$ cat config.mk
export PLATFORM = sky130hd
export DESIGN_NAME = histo_report_packetizer
export DESIGN_NICKNAME = d
export VERILOG_FILES = /design/src/rtl/histo_report_packetizer.sv
export SDC_FILE = /design/constraint.sdc
export NUM_CORES = 1
export LEC_CHECK = 0
export CAP_MARGIN = 30
export CORE_MARGIN = 1
export CORE_UTILIZATION = 31
export DETAILED_ROUTE_END_ITERATION = 8
export HOLD_SLACK_MARGIN = 0.03
export SLEW_MARGIN = 20
export SYNTH_ARGS = -nofsm -noshare
export SYNTH_HDL_FRONTEND = slang
export SYNTH_SLANG_ARGS = --single-unit
$ cat constraint.sdc
create_clock -name clk -period 2.9 [get_ports clk]
set_clock_uncertainty 0.2 [all_clocks]
set_input_delay 0.87 -clock clk [delete_from_list [all_inputs] [get_ports clk]]
set_output_delay 0.87 -clock clk [all_outputs]
set_load 0.02 [all_outputs]
$ cat src/rtl/histo_report_packetizer.sv
// Captures a frame readout and the top-3 sort result, then streams one byte-wide report packet.
// Optional checksum byte at the packet tail is enabled by defining PKT_CSUM_EN.
module histo_report_packetizer #(
  parameter int          DATA_SIZE   = 4,
  parameter int          LENGTH      = 64,
  parameter int          LENGTH_SIZE = 6,
  parameter logic [7:0]  HEADER      = 8'hA5
) (
  input  logic                   clk,
  input  logic                   rstn,
  input  logic                   FramEn,
  input  logic [LENGTH_SIZE-1:0] FramAdd,
  input  logic [DATA_SIZE-1:0]   FramData,
  input  logic                   SortValid,
  input  logic [DATA_SIZE-1:0]   MaxCountData1,
  input  logic [DATA_SIZE-1:0]   MaxCountData2,
  input  logic [DATA_SIZE-1:0]   MaxCountData3,
  input  logic [LENGTH_SIZE-1:0] MaxCount1,
  input  logic [LENGTH_SIZE-1:0] MaxCount2,
  input  logic [LENGTH_SIZE-1:0] MaxCount3,
  output logic [7:0]             OutData,
  output logic                   OutValid,
  input  logic                   OutReady,
  output logic                   OutLast,
  output logic                   Busy,
  output logic                   Overrun
);

  localparam int                     FIDX_W    = LENGTH_SIZE - 1;
  localparam logic [FIDX_W-1:0]      FIDX_LAST = FIDX_W'(LENGTH/2 - 1);
  localparam logic [LENGTH_SIZE-1:0] FCNT_LAST = LENGTH_SIZE'(LENGTH - 1);

  typedef enum logic [2:0] {
    CAPTURE, SEND_HDR, SEND_TOP, SEND_FRAME
`ifdef PKT_CSUM_EN
    , SEND_CSUM
`endif
  } state_t;

  typedef struct packed {
    logic [DATA_SIZE-1:0]   data;
    logic [LENGTH_SIZE-1:0] count;
  } topEntry_t;

  state_t state, nextState;

  logic [LENGTH-1:0][DATA_SIZE-1:0] buffer;
  topEntry_t [2:0]                  topLatch;
  logic [LENGTH_SIZE-1:0]           frameCnt;
  logic                             frameDone, sortDone;
  logic [2:0]                       topIdx;
  logic [FIDX_W-1:0]                frameIdx;
  logic                             capturing, frameHit, goSend, xfer;
  topEntry_t                        topSel;
  logic [7:0]                       topByte, frameByte;

  assign capturing = (state == CAPTURE);
  assign frameHit  = FramEn && (frameCnt == FCNT_LAST);
  // Launch in the cycle right after the last missing input is sampled.
  assign goSend    = capturing && (frameDone || frameHit) && (sortDone || SortValid);
  assign OutValid  = !capturing;
  assign Busy      = !capturing;
  assign xfer      = OutValid && OutReady;

  assign topSel    = topLatch[topIdx[2:1]];
  assign topByte   = topIdx[0] ? 8'(topSel.count) : 8'(topSel.data);
  assign frameByte = {buffer[{frameIdx, 1'b1}], buffer[{frameIdx, 1'b0}]};

`ifdef PKT_CSUM_EN
  logic [7:0] csum;

  always_ff @(posedge clk) begin
    if (!rstn)                                              csum <= 8'h00;
    else if (state == SEND_HDR)                             csum <= 8'h00;
    else if (xfer && (state == SEND_TOP || state == SEND_FRAME)) csum <= csum + OutData;
  end

  assign OutLast = (state == SEND_CSUM);
`else
  assign OutLast = (state == SEND_FRAME) && (frameIdx == FIDX_LAST);
`endif

  always_comb begin
    OutData = 8'h00;
    unique case (state)
      SEND_HDR:   OutData = HEADER;
      SEND_TOP:   OutData = topByte;
      SEND_FRAME: OutData = frameByte;
`ifdef PKT_CSUM_EN
      SEND_CSUM:  OutData = csum;
`endif
      default:    OutData = 8'h00;
    endcase
  end

  always_ff @(posedge clk) begin
    if (!rstn) state <= CAPTURE;
    else       state <= nextState;
  end

  always_comb begin
    nextState = state;
    unique case (state)
      CAPTURE:    if (goSend)                          nextState = SEND_HDR;
      SEND_HDR:   if (xfer)                            nextState = SEND_TOP;
      SEND_TOP:   if (xfer && topIdx == 3'd5)          nextState = SEND_FRAME;
`ifdef PKT_CSUM_EN
      SEND_FRAME: if (xfer && frameIdx == FIDX_LAST)   nextState = SEND_CSUM;
      SEND_CSUM:  if (xfer)                            nextState = CAPTURE;
`else
      SEND_FRAME: if (xfer && frameIdx == FIDX_LAST)   nextState = CAPTURE;
`endif
      default:                                         nextState = CAPTURE;
    endcase
  end

  // Capture bookkeeping; counters and flags restart on packet launch.
  always_ff @(posedge clk) begin
    if (!rstn) begin
      frameCnt  <= '0;
      frameDone <= 1'b0;
      sortDone  <= 1'b0;
    end else if (goSend) begin
      frameCnt  <= '0;
      frameDone <= 1'b0;
      sortDone  <= 1'b0;
    end else if (capturing) begin
      if (FramEn)    frameCnt  <= frameCnt + 1'b1;
      if (frameHit)  frameDone <= 1'b1;
      if (SortValid) sortDone  <= 1'b1;
    end
  end

  always_ff @(posedge clk) begin
    if (capturing && FramEn) buffer[FramAdd] <= FramData;
    if (capturing && SortValid) begin
      topLatch[0] <= '{data: MaxCountData1, count: MaxCount1};
      topLatch[1] <= '{data: MaxCountData2, count: MaxCount2};
      topLatch[2] <= '{data: MaxCountData3, count: MaxCount3};
    end
  end

  always_ff @(posedge clk) begin
    if (!rstn) begin
      topIdx   <= '0;
      frameIdx <= '0;
      Overrun  <= 1'b0;
    end else begin
      if (state != SEND_TOP)   topIdx   <= '0;
      else if (xfer)           topIdx   <= topIdx + 1'b1;
      if (state != SEND_FRAME) frameIdx <= '0;
      else if (xfer)           frameIdx <= frameIdx + 1'b1;
      if (!capturing && (FramEn || SortValid)) Overrun <= 1'b1;
    end
  end

endmodule

==> ci_impl_report.md <==
## Synthesis and layout report

| Metric | Value |
|---|---|
| RSZ-0062 raised after global routing | `yes` |
| Post-Syn Area | `between 10,000 and 15,000 sq um` |
| Slowest cell on the critical path | `mux4_2` |
| Startpoint types | `flop` |
| Most frequent cells after synthesis | `edfxtp_1, nor2_1, mux4_2` |
| Slew HR | `0.621` |
| Latency at later pin | `0.56 ns` |
| Nets | `between 1,000 and 1,500` |
| Vias in the first global route | `7,404` |
| Row Count | `72` |
| Critical Path Most Common Cell | `buf_4` |
| Max Fclk | `0.271 GHz` |
| CTS max path bufs | `3` |
| Synth-to-layout area growth | `30.5%` |
| Yosys cell count | `718` |
| Worst Path Required | `1.83 ns` |
| Crit Path Category | `flop to primary output` |
| Vias/cell | `4.86` |
| Cells after Synth | `718` |
| Worst setup margin | `-0.794 ns` |
| EDFF count, synth | `286` |
| TritonCTS clock tree | `yes` |
| Worst-margin pin slew | `0.569 ns` |
| CORE AREA | `slightly below 40,000 sq um` |
| Failing checks | `setup timing` |
| Worst min path class | `flop to flop` |
| Via Count | `roughly 7,300` |
| Buffers on Ports | `56` |
| # diodes | `0` |
| Final setup fails | `9` |
| Starting DRT DRC Count | `596` |
| Number of max-cap violations | `0` |
| H-tree levels | `1` |
| Layout cell share with drive strength beyond 1 | `0.350` |
| Routed WL | `29.3 mm` |
| Ys Warns | `0` |
| Initial antenna violation count | `0` |
| Status | `finished, violations left` |
| PwrDens | `approximately 560 nW/um^2` |
| Max FO, Critical Path | `3` |
## sequential cells by signal (all words and copies together), names as in the netlist
register and flops:
buffer 256, topLatch 30, frameCnt 6, frameIdx 5, topIdx 3, state 2
Overrun 1, frameDone 1, sortDone 1
## repair_timing
| item | 4_1_cts | 5_1_grt |
|---|---|---|
| setup endpoints to repair | 11 | 11 |
| setup buffers | 15 | 6 |
| resized | 99 | 16 |
| gates cloned | 1 | 2 |
| pin swaps | 16 | 11 |
## cell families (layout without fill, tap and decap cells)
| logic type | count (synthesis) | after routing | share of synthesized area |
|---|---|---|---|
| simple gates | 188 | 188 | 0.0686 |
| fa+ha+maj | 10 | 10 | 0.0101 |
| compound gates | 71 | 71 | 0.0407 |
| buf+inv | 46 | 305 | 0.0200 |
| flops | 305 | 305 | 0.726 |
| xor+xnor | 10 | 10 | 0.00709 |
| mux | 88 | 88 | 0.127 |
## path summary, 6_finish.rpt
check / slack, ns / depth (start not counted) / to / from
min: 0.26 / 2 / frameDone$_SDFFE_PP0P_ / frameDone$_SDFFE_PP0P_
max reg2reg: 0.19 / 10 / state[0]$_SDFFE_PN0P_ / state[1]$_SDFFE_PN0P_
min reg2reg: 0.26 / 2 / frameDone$_SDFFE_PP0P_ / frameDone$_SDFFE_PP0P_
max: -0.79 / 8 / OutData[4] / frameIdx[0]$_SDFFE_PP0P_
## power breakdown
part	switching, mW	internal, mW
sequential	0.0117	4.85
clock	1.62	2.26
combinational	0.140	0.103
total	1.77	7.22
## per-stage QoR
stage | area [sq um] | instances | setup WS [ns] | total power [mW] | hold WS (ns)
2_1_floorplan | 12400 | 718 | 0.00161 | 5.02 | 0.231
3_3_place_gp | 14700 | 1415 | -0.737 | 5.20 | 0.243
3_5_place_dp | 14700 | 1415 | -0.720 | 5.20 | 0.254
4_1_cts | 16000 | 1488 | -0.786 | 9.07 | 0.268
5_1_grt | 16100 | 1495 | -0.872 | 9.25 | 0.292
6_report | 16100 | 1495 | -0.794 | 8.99 | 0.262
## final cells by class
| cell class | instances | area, sq um |
|---|---|---|
| flip-flops and latches | 305 | 8980 |
| clock inverters | 15 | 128 |
| repair buffers | 242 | 2190 |
| well taps | 518 | 648 |
| multi-input cells | 367 | 3280 |
| clock buffers | 42 | 867 |
| inverters | 6 | 22.5 |
| fillers | 3457 | 22900 |
## worst reg2reg max path, cell delays in order (launching register included)
cell	delay [ns]
dfxtp_1	0.33
buf_4	0.14
inv_1	0.05
buf_4	0.15
ha_1	0.20
buf_4	0.17
nor2b_1	0.26
a31oi_1	0.17
a221o_1	0.32
or4_1	0.47
a21oi_1	0.16
## metal layers
| layer | routed length (um) | global-route usage |
|---|---|---|
| met5 | 0 | 0 |
| met4 | 490 | 0.0352 |
| met3 | 1730 | 0.0232 |
| met2 | 14200 | 0.240 |
| met1 | 12900 | 0.198 |
## cells in the final DEF, fill, tap and decap left out, types with 7 or more instances in the layout
master and count:
edfxtp_1 286, buf_4 160, nor2_1 93, mux4_2 55, clkdlybuf4s50_1 41, nand2_1 38
mux2i_1 33, clkbuf_16 33, buf_6 17, dfxtp_1 16, nand3_1 14, a211oi_2 12
a21oi_1 12, buf_12 12, nor2b_1 9, ha_1 8, o21ai_0 7, buf_2 7
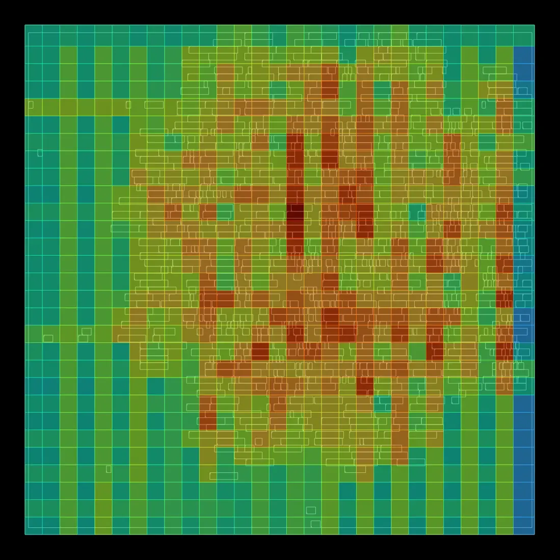
**Above:** routing congestion map.
GRT Total Usage: 0.145
final core utilization: 0.413
M1 GR Usage: 0.198

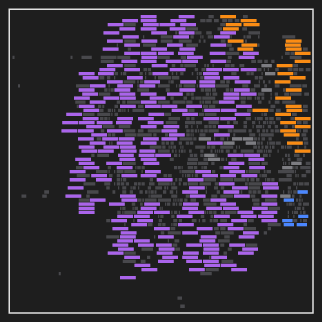
**Above:** sequential cells grouped by signal name.
Scale: 1.5 px per um. Other sequential cells in the stronger grey, the rest of the logic in the fainter grey.
legend:
  `frameCnt`:
    colour: blue
    sequential_cells: 6
  `topLatch`:
    colour: orange
    sequential_cells: 30
    where: north-east
  `buffer`:
    colour: purple
    sequential_cells: 256

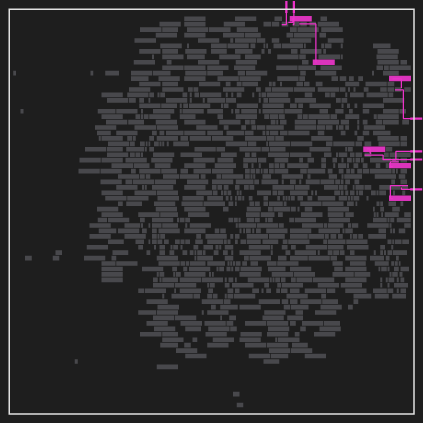
**Above:** port wiring.
Scale: 2 px per um.
legend:
  `MaxCount2`:
    colour: magenta
    bits: 6
    direction: input
    end_cells: 6
    buffers: 6
    wire: 156 um

Power is estimated from default activity; no workload was simulated.
